## src/rtl/rns_pkg.sv

```systemverilog
// ----------------------------------------------------------------------------
// rns_pkg
// Shared definitions for the RNS write-back block: domain width, default
// moduli and the conversion FSM state type.
// ----------------------------------------------------------------------------
package rns_pkg;

    localparam int         DOMAIN_W     = 8;
    localparam logic [7:0] MOD0_DEFAULT = 8'd13;
    localparam logic [7:0] MOD1_DEFAULT = 8'd23;

    typedef enum logic {
        IDLE = 1'b0,
        CONV = 1'b1
    } state_t;

endpackage

```

## src/rtl/rns_mod_reduce.sv

```systemverilog
// ----------------------------------------------------------------------------
// rns_mod_reduce
// One step of the shift-subtract residue reducer: appends one input bit to
// the running residue and subtracts the modulus once if the result reaches it.
// Purely combinational; the caller owns the residue register.
//
// Ports:
//   r_in   in  9  current residue (always < MOD)
//   bit_in in  1  next input bit, MSB first
//   r_out  out 9  updated residue (always < MOD)
// ----------------------------------------------------------------------------
module rns_mod_reduce
    import rns_pkg::*;
#(
    parameter logic [DOMAIN_W-1:0] MOD = MOD0_DEFAULT
) (
    input  logic [DOMAIN_W:0] r_in,
    input  logic              bit_in,
    output logic [DOMAIN_W:0] r_out
);

    // One extra bit so the shifted value can never overflow before the compare.
    logic [DOMAIN_W+1:0] shifted;

    always_comb begin
        shifted = {r_in, bit_in};
        // Residue stays below MOD, so 2*r+1 < 2*MOD and one subtraction suffices.
        if (shifted >= (DOMAIN_W + 2)'(MOD))
            r_out = (DOMAIN_W + 1)'(shifted - (DOMAIN_W + 2)'(MOD));
        else
            r_out = shifted[DOMAIN_W:0];
    end

endmodule

```

## src/rtl/rns_writeback.sv

```systemverilog
// ----------------------------------------------------------------------------
// rns_writeback
// Write-back stage for ALU results. Plain results are written to the register
// file one cycle after acceptance. With RNS_FWD_CONV_EN defined, results
// flagged res_to_rns are converted to two 8-bit residues (MOD0, MOD1) over
// eight cycles and written to the RNS file. With RNS_FWD_CONV_EN undefined,
// such requests are written as plain data to the RNS file and the sticky
// err_unsup flag is raised.
//
// Ports:
//   clk        in   1   clock, posedge
//   reset      in   1   asynchronous active-high reset
//   in_valid   in   1   upstream result valid
//   in_ready   out  1   block can accept a result this cycle
//   res_data   in   8   integer result
//   res_addr   in   4   destination address, bit 3 selects the RNS file
//   res_to_rns in   1   convert to residues and write the RNS file
//   flush      in   1   abort in-flight conversion / block acceptance
//   wr_en      out  1   register-file write strobe
//   wr_addr    out  4   register-file write address
//   wr_data    out  16  register-file write data
//   wr_RNS     out  1   selects the RNS register file
//   busy       out  1   conversion in flight
//   err_unsup  out  1   sticky: conversion requested but not built
//
// Configuration macro: RNS_FWD_CONV_EN
// ----------------------------------------------------------------------------
module rns_writeback
    import rns_pkg::*;
#(
    parameter int                  NUM_DOMAINS = 2,   // only 2 is supported
    parameter logic [DOMAIN_W-1:0] MOD0        = MOD0_DEFAULT,
    parameter logic [DOMAIN_W-1:0] MOD1        = MOD1_DEFAULT
) (
    input  logic                            clk,
    input  logic                            reset,
    input  logic                            in_valid,
    output logic                            in_ready,
    input  logic [DOMAIN_W-1:0]             res_data,
    input  logic [3:0]                      res_addr,
    input  logic                            res_to_rns,
    input  logic                            flush,
    output logic                            wr_en,
    output logic [3:0]                      wr_addr,
    output logic [NUM_DOMAINS*DOMAIN_W-1:0] wr_data,
    output logic                            wr_RNS,
    output logic                            busy,
    output logic                            err_unsup
);

    logic accept;

`ifdef RNS_FWD_CONV_EN

    state_t              state, state_next;
    logic [2:0]          cnt;
    logic [DOMAIN_W:0]   r0, r1, r0_next, r1_next;
    logic [DOMAIN_W-1:0] lat_data;
    logic [2:0]          lat_addr;
    logic                bit_in;

    assign err_unsup = 1'b0;

    always_comb begin
        in_ready = (state == IDLE) && !reset && !flush;
        accept   = in_valid && in_ready;
        busy     = (state == CONV);
        bit_in   = lat_data[3'd7 - cnt];   // MSB first
    end

    rns_mod_reduce #(.MOD(MOD0)) u_red0 (.r_in(r0), .bit_in(bit_in), .r_out(r0_next));
    rns_mod_reduce #(.MOD(MOD1)) u_red1 (.r_in(r1), .bit_in(bit_in), .r_out(r1_next));

    // NOTE: every combinational output gets a default before the case so no
    // path leaves it unassigned and no latch is inferred.
    always_comb begin
        state_next = state;
        case (state)
            IDLE:    if (accept && res_to_rns)      state_next = CONV;
            CONV:    if (flush || cnt == 3'd7)      state_next = IDLE;
            default:                                state_next = IDLE;
        endcase
    end

    always_ff @(posedge clk or posedge reset) begin
        if (reset) state <= IDLE;
        else       state <= state_next;
    end

    // NOTE: sequential state uses non-blocking assignments so every register
    // samples pre-edge values regardless of statement order.
    always_ff @(posedge clk or posedge reset) begin
        if (reset) begin
            cnt      <= '0;
            r0       <= '0;
            r1       <= '0;
            lat_data <= '0;
            lat_addr <= '0;
            wr_en    <= 1'b0;
            wr_addr  <= '0;
            wr_data  <= '0;
            wr_RNS   <= 1'b0;
        end else begin
            wr_en <= 1'b0;
            if (state == IDLE) begin
                cnt <= '0;
                if (accept) begin
                    if (res_to_rns) begin
                        lat_data <= res_data;
                        lat_addr <= res_addr[2:0];
                        r0       <= '0;
                        r1       <= '0;
                    end else begin
                        wr_en   <= 1'b1;
                        wr_addr <= res_addr;
                        wr_RNS  <= res_addr[3];
                        wr_data <= {8'h00, res_data};
                    end
                end
            end else if (flush) begin
                cnt <= '0;    // abandon conversion, no write
            end else begin
                cnt <= cnt + 3'd1;
                r0  <= r0_next;
                r1  <= r1_next;
                if (cnt == 3'd7) begin
                    // Last bit: write the freshly reduced residues directly.
                    wr_en   <= 1'b1;
                    wr_addr <= {1'b1, lat_addr};
                    wr_RNS  <= 1'b1;
                    wr_data <= {r1_next[DOMAIN_W-1:0], r0_next[DOMAIN_W-1:0]};
                end
            end
        end
    end

`else

    // Conversion hardware not built: every request is a one-cycle write.
    assign busy = 1'b0;

    always_comb begin
        in_ready = !reset && !flush;
        accept   = in_valid && in_ready;
    end

    always_ff @(posedge clk or posedge reset) begin
        if (reset) begin
            wr_en     <= 1'b0;
            wr_addr   <= '0;
            wr_data   <= '0;
            wr_RNS    <= 1'b0;
            err_unsup <= 1'b0;
        end else begin
            wr_en <= 1'b0;
            if (accept) begin
                wr_en   <= 1'b1;
                wr_addr <= res_addr;
                wr_RNS  <= res_addr[3] | res_to_rns;
                wr_data <= {8'h00, res_data};
                if (res_to_rns) err_unsup <= 1'b1;
            end
        end
    end

`endif

endmodule

```

## config.mk

```make
export PLATFORM = sky130hd
export DESIGN_NAME = rns_writeback
export DESIGN_NICKNAME = d
export VERILOG_FILES = /design/src/rtl/rns_pkg.sv /design/src/rtl/rns_mod_reduce.sv /design/src/rtl/rns_writeback.sv
export SDC_FILE = /design/constraint.sdc
export NUM_CORES = 1
export LEC_CHECK = 0
export CORE_MARGIN = 1.5
export CORE_UTILIZATION = 35
export DETAILED_ROUTE_END_ITERATION = 6
export PLACE_DENSITY_LB_ADDON = 0.2
export SYNTH_ARGS = -nofsm -noshare
export SYNTH_HDL_FRONTEND = slang
export SYNTH_SLANG_ARGS = --single-unit
```

## constraint.sdc

```tcl
create_clock -name clk -period 1 [get_ports clk]
set_clock_uncertainty 0.05 [all_clocks]
set_input_delay 0.15 -clock clk [delete_from_list [all_inputs] [get_ports clk]]
set_output_delay 0.15 -clock clk [all_outputs]
set_load 0.01 [all_outputs]
```

**Wiring by layer**

Only two layers are drawn.
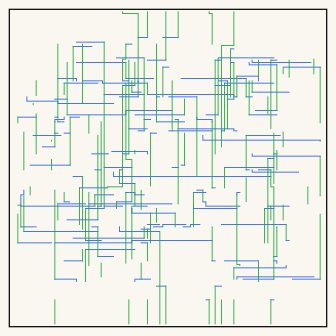
- green: M2 (wire length 705 um)
- blue: M1 (wire length 565 um)

**Register map, names as in the netlist**

Bar = 10 um.
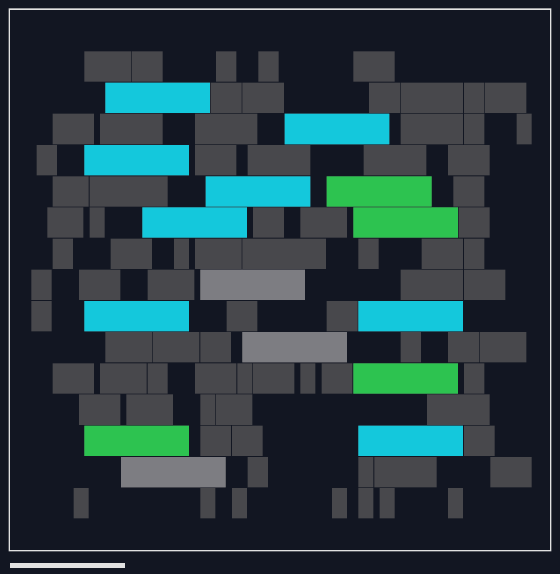
- green: `wr_addr` (placed flops 4)
- cyan: `wr_data` (placed flops 8)
- not coloured: 3

**Clock nets**

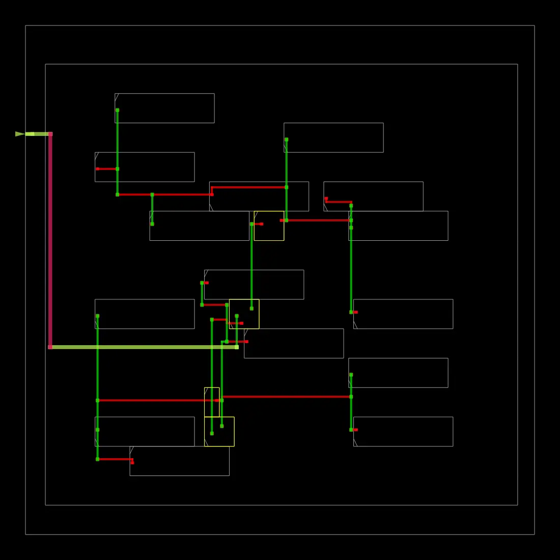
Num Clock Sinks: 15
Clk power: 0.329 mW
number of clock buffers in the layout: 4
registers: 15

==> results_slide.txt <==
Physical Implementation Snapshot

Status
  • Failing checks: setup timing
  • Status: finished, violations left

Routing
  • Drt via density: 4.12
  • Routed Antenna Nets: 0
  • Drt total wl: 1410 um
  • Initial DRC count: 3
  • Initial DRT Pass Iterations: 4
  • Post-route DRC: 0

Power and ir drop
  • Switching Share: 0.259
  • Pwr per Cell Area: 1520 nW/um2
  • Psw: 0.427 mW
  • Total Power: 1.65 mW
  • Flop pwr share: 0.462
  • Combinational share of power: 0.339
  • Clk pwr share: 0.200
  • Int Pwr: 1.22 mW

Setup path
  • CP required: 0.80 ns
  • Crit Reg-Reg Endpoint: wr_data[4]
  • Worst r2r src: wr_data[4]
  • Cell family with most CP delay: flip-flops
  • R2r worst-path depth: 2
  • WS Path Type: reg2out
  • Slowest cell on the critical path: dfrtp_1
  • Reg2reg setup slack: 0.03 ns
  • Crit end category: output pin
  • Crit path launch type: flop
  • CP max FO: 2
  • Worst path bufs/invs: 1
  • Critical path data arrival time: 0.80 ns

Global routing
  • Global Route Usage Sum: 0.138
  • Number of global-route vias before repair: 492
  • Initial antenna violation count: 0
  • First-pass GRT wire length: 2010 um
  • Gr ovfl total: 0
  • Largest net degree at the start of global routing: 16

Layout
  • Total area of sequential cells: 375 um2
  • Fillcell total: 153
  • Share of cells above drive strength 1: 0.516
  • Synth-to-layout area growth: 59.6%
  • Commonest Layout Cell: dfrtp_1
  • Top cells excl fill/tap: dfrtp_1, buf_2, clkdlybuf4s50_1
  • N_diodes: 0
  • Fin cells: 120
  • Fin util: 0.609
  • Logic area: 248 um2

Placed design
  • Placed Cells: 105
  • Routability cong.: 0.649
  • Post-DP HPWL: 919 um

Floorplanning
  • Die area: 2220 um2
  • Core ar.: 1780 um2
  • Die width: 47.1 um
  • Site Rows: 15
  • Core utilization at floorplan: 0.382
  • Die height: 47.1 um

Synthesis
  • Yosys stat area: 681 um2
  • Synthesized area per cell: 15.1 um2
  • Yosys cell count: 45
  • Yosys warning tally: 0
  • Sequential area share after synthesis: 0.551
  • FF+latch count, synth: 15
  • Post-Syn Area: 681 um2

Final timing
  • Slew Limit Fails: 0
  • Final setup fails: 2
  • Fin. Hold Viols: 0
  • Tcrit/Tclk final: 1.00
  • Fmax: 0.998 GHz
  • Minimum clock period: 1.00 ns
  • PnR worst setup slack: -0.00249 ns

Job
  • Tool Warnings: 29

Clocking
  • Clk root buf: clkbuf_4
  • Worst-path clk slew: 0.08 ns
  • H-tree depth: 1
  • Insertion Delay late pin: 0.27 ns
  • Clock Path Buffers: 2
  • Total CTS buffers: 3

Hold path
  • Hold Path Class: in2reg
  • Hold Crit Endpoint: wr_en
  • Hold_sp: flush
-- synth_stat cells, drive strengths merged --
cell type / number / area, um2
a21o: 1 / 8.76
mux2: 12 / 161
conb: 1 / 3.75
mux2i: 1 / 10.0
buf: 10 / 87.6
inv: 2 / 7.51
dfrtp: 15 / 375
nor3b: 1 / 18.8
nor2: 2 / 7.51
-- registers in the layout, indices dropped and copies added, names as in the netlist --
| name | flops |
|---|---|
| wr_data | 8 |
| wr_RNS | 1 |
| wr_addr | 4 |
| err_unsup | 1 |
| wr_en | 1 |
-- kinds of logic after synthesis --
family	Yosys count	share of synthesized area
AOI/OAI and AO/OA	1	0.0129
buffers and inverters	12	0.140
DFF	15	0.551
muxes	13	0.252
other	1	0.00551
and+or+nand+nor	3	0.0386
-- layer usage --
| layer | routed length, um | track usage |
|---|---|---|
| met1 | 564 | 0.153 |
| met2 | 704 | 0.222 |
| met3 | 118 | 0.0423 |
| met4 | 19 | 0.100 |
| met5 | 0 | 0 |
-- power by group through the flow --
stage / combinational, mW / sequential [mW] / clock [mW]
floorplan: 0.194 / 0.819 / 0
global placement: 0.534 / 0.769 / 0
detailed placement: 0.536 / 0.771 / 0
CTS: 0.511 / 0.753 / 0.352
global route: 0.602 / 0.770 / 0.381
finish: 0.557 / 0.760 / 0.329
-- area by class of cell --
type,instances,share of cell area
clock buffer,4,0.0242
timing repair buffer,48,0.366
sequential,15,0.346
inverter,2,0.00691
tap,25,0.0288
multi-input combinational,26,0.228
-- how the worst max path moves through the flow --
stage          depth (start not counted)  slack, ns    endpoint  startpoint
6_report                               1     -0.002  wr_data[0]  wr_data[0]
5_1_grt                                1      -0.05  wr_data[5]  wr_data[5]
4_1_cts                                1      -0.02  wr_data[3]  wr_data[3]
3_5_place_dp                           4      -0.61  wr_addr[3]       reset
3_3_place_gp                           4      -0.56  wr_data[7]       reset
2_1_floorplan                          3      -0.12  wr_addr[0]       reset
-- metrics by stage --
| step | setup TNS (ns) | setup slack (ns) | hold slack (ns) |
|---|---|---|---|
| 2_1_floorplan | -0.945 | -0.121 | 0.00148 |
| 3_3_place_gp | -8.92 | -0.559 | 0.393 |
| 3_5_place_dp | -9.68 | -0.615 | 0.404 |
| 4_1_cts | -0.122 | -0.0157 | 0.159 |
| 5_1_grt | -0.564 | -0.0504 | 0.146 |
| 6_report | -0.00268 | -0.00249 | 0.158 |
-- timing repair --
action | in CTS | in global routing
gates resized | 75 | 4
setup buffers | 7 | 4
pin swaps | 1 | 0
setup endpoints to repair | 30 | 25
hold endpoints to repair | 15 | 0
hold buffers | 1 | 0
cloned | 1 | 0
Power figures rest on the tool's default switching activity, not on a simulated workload.
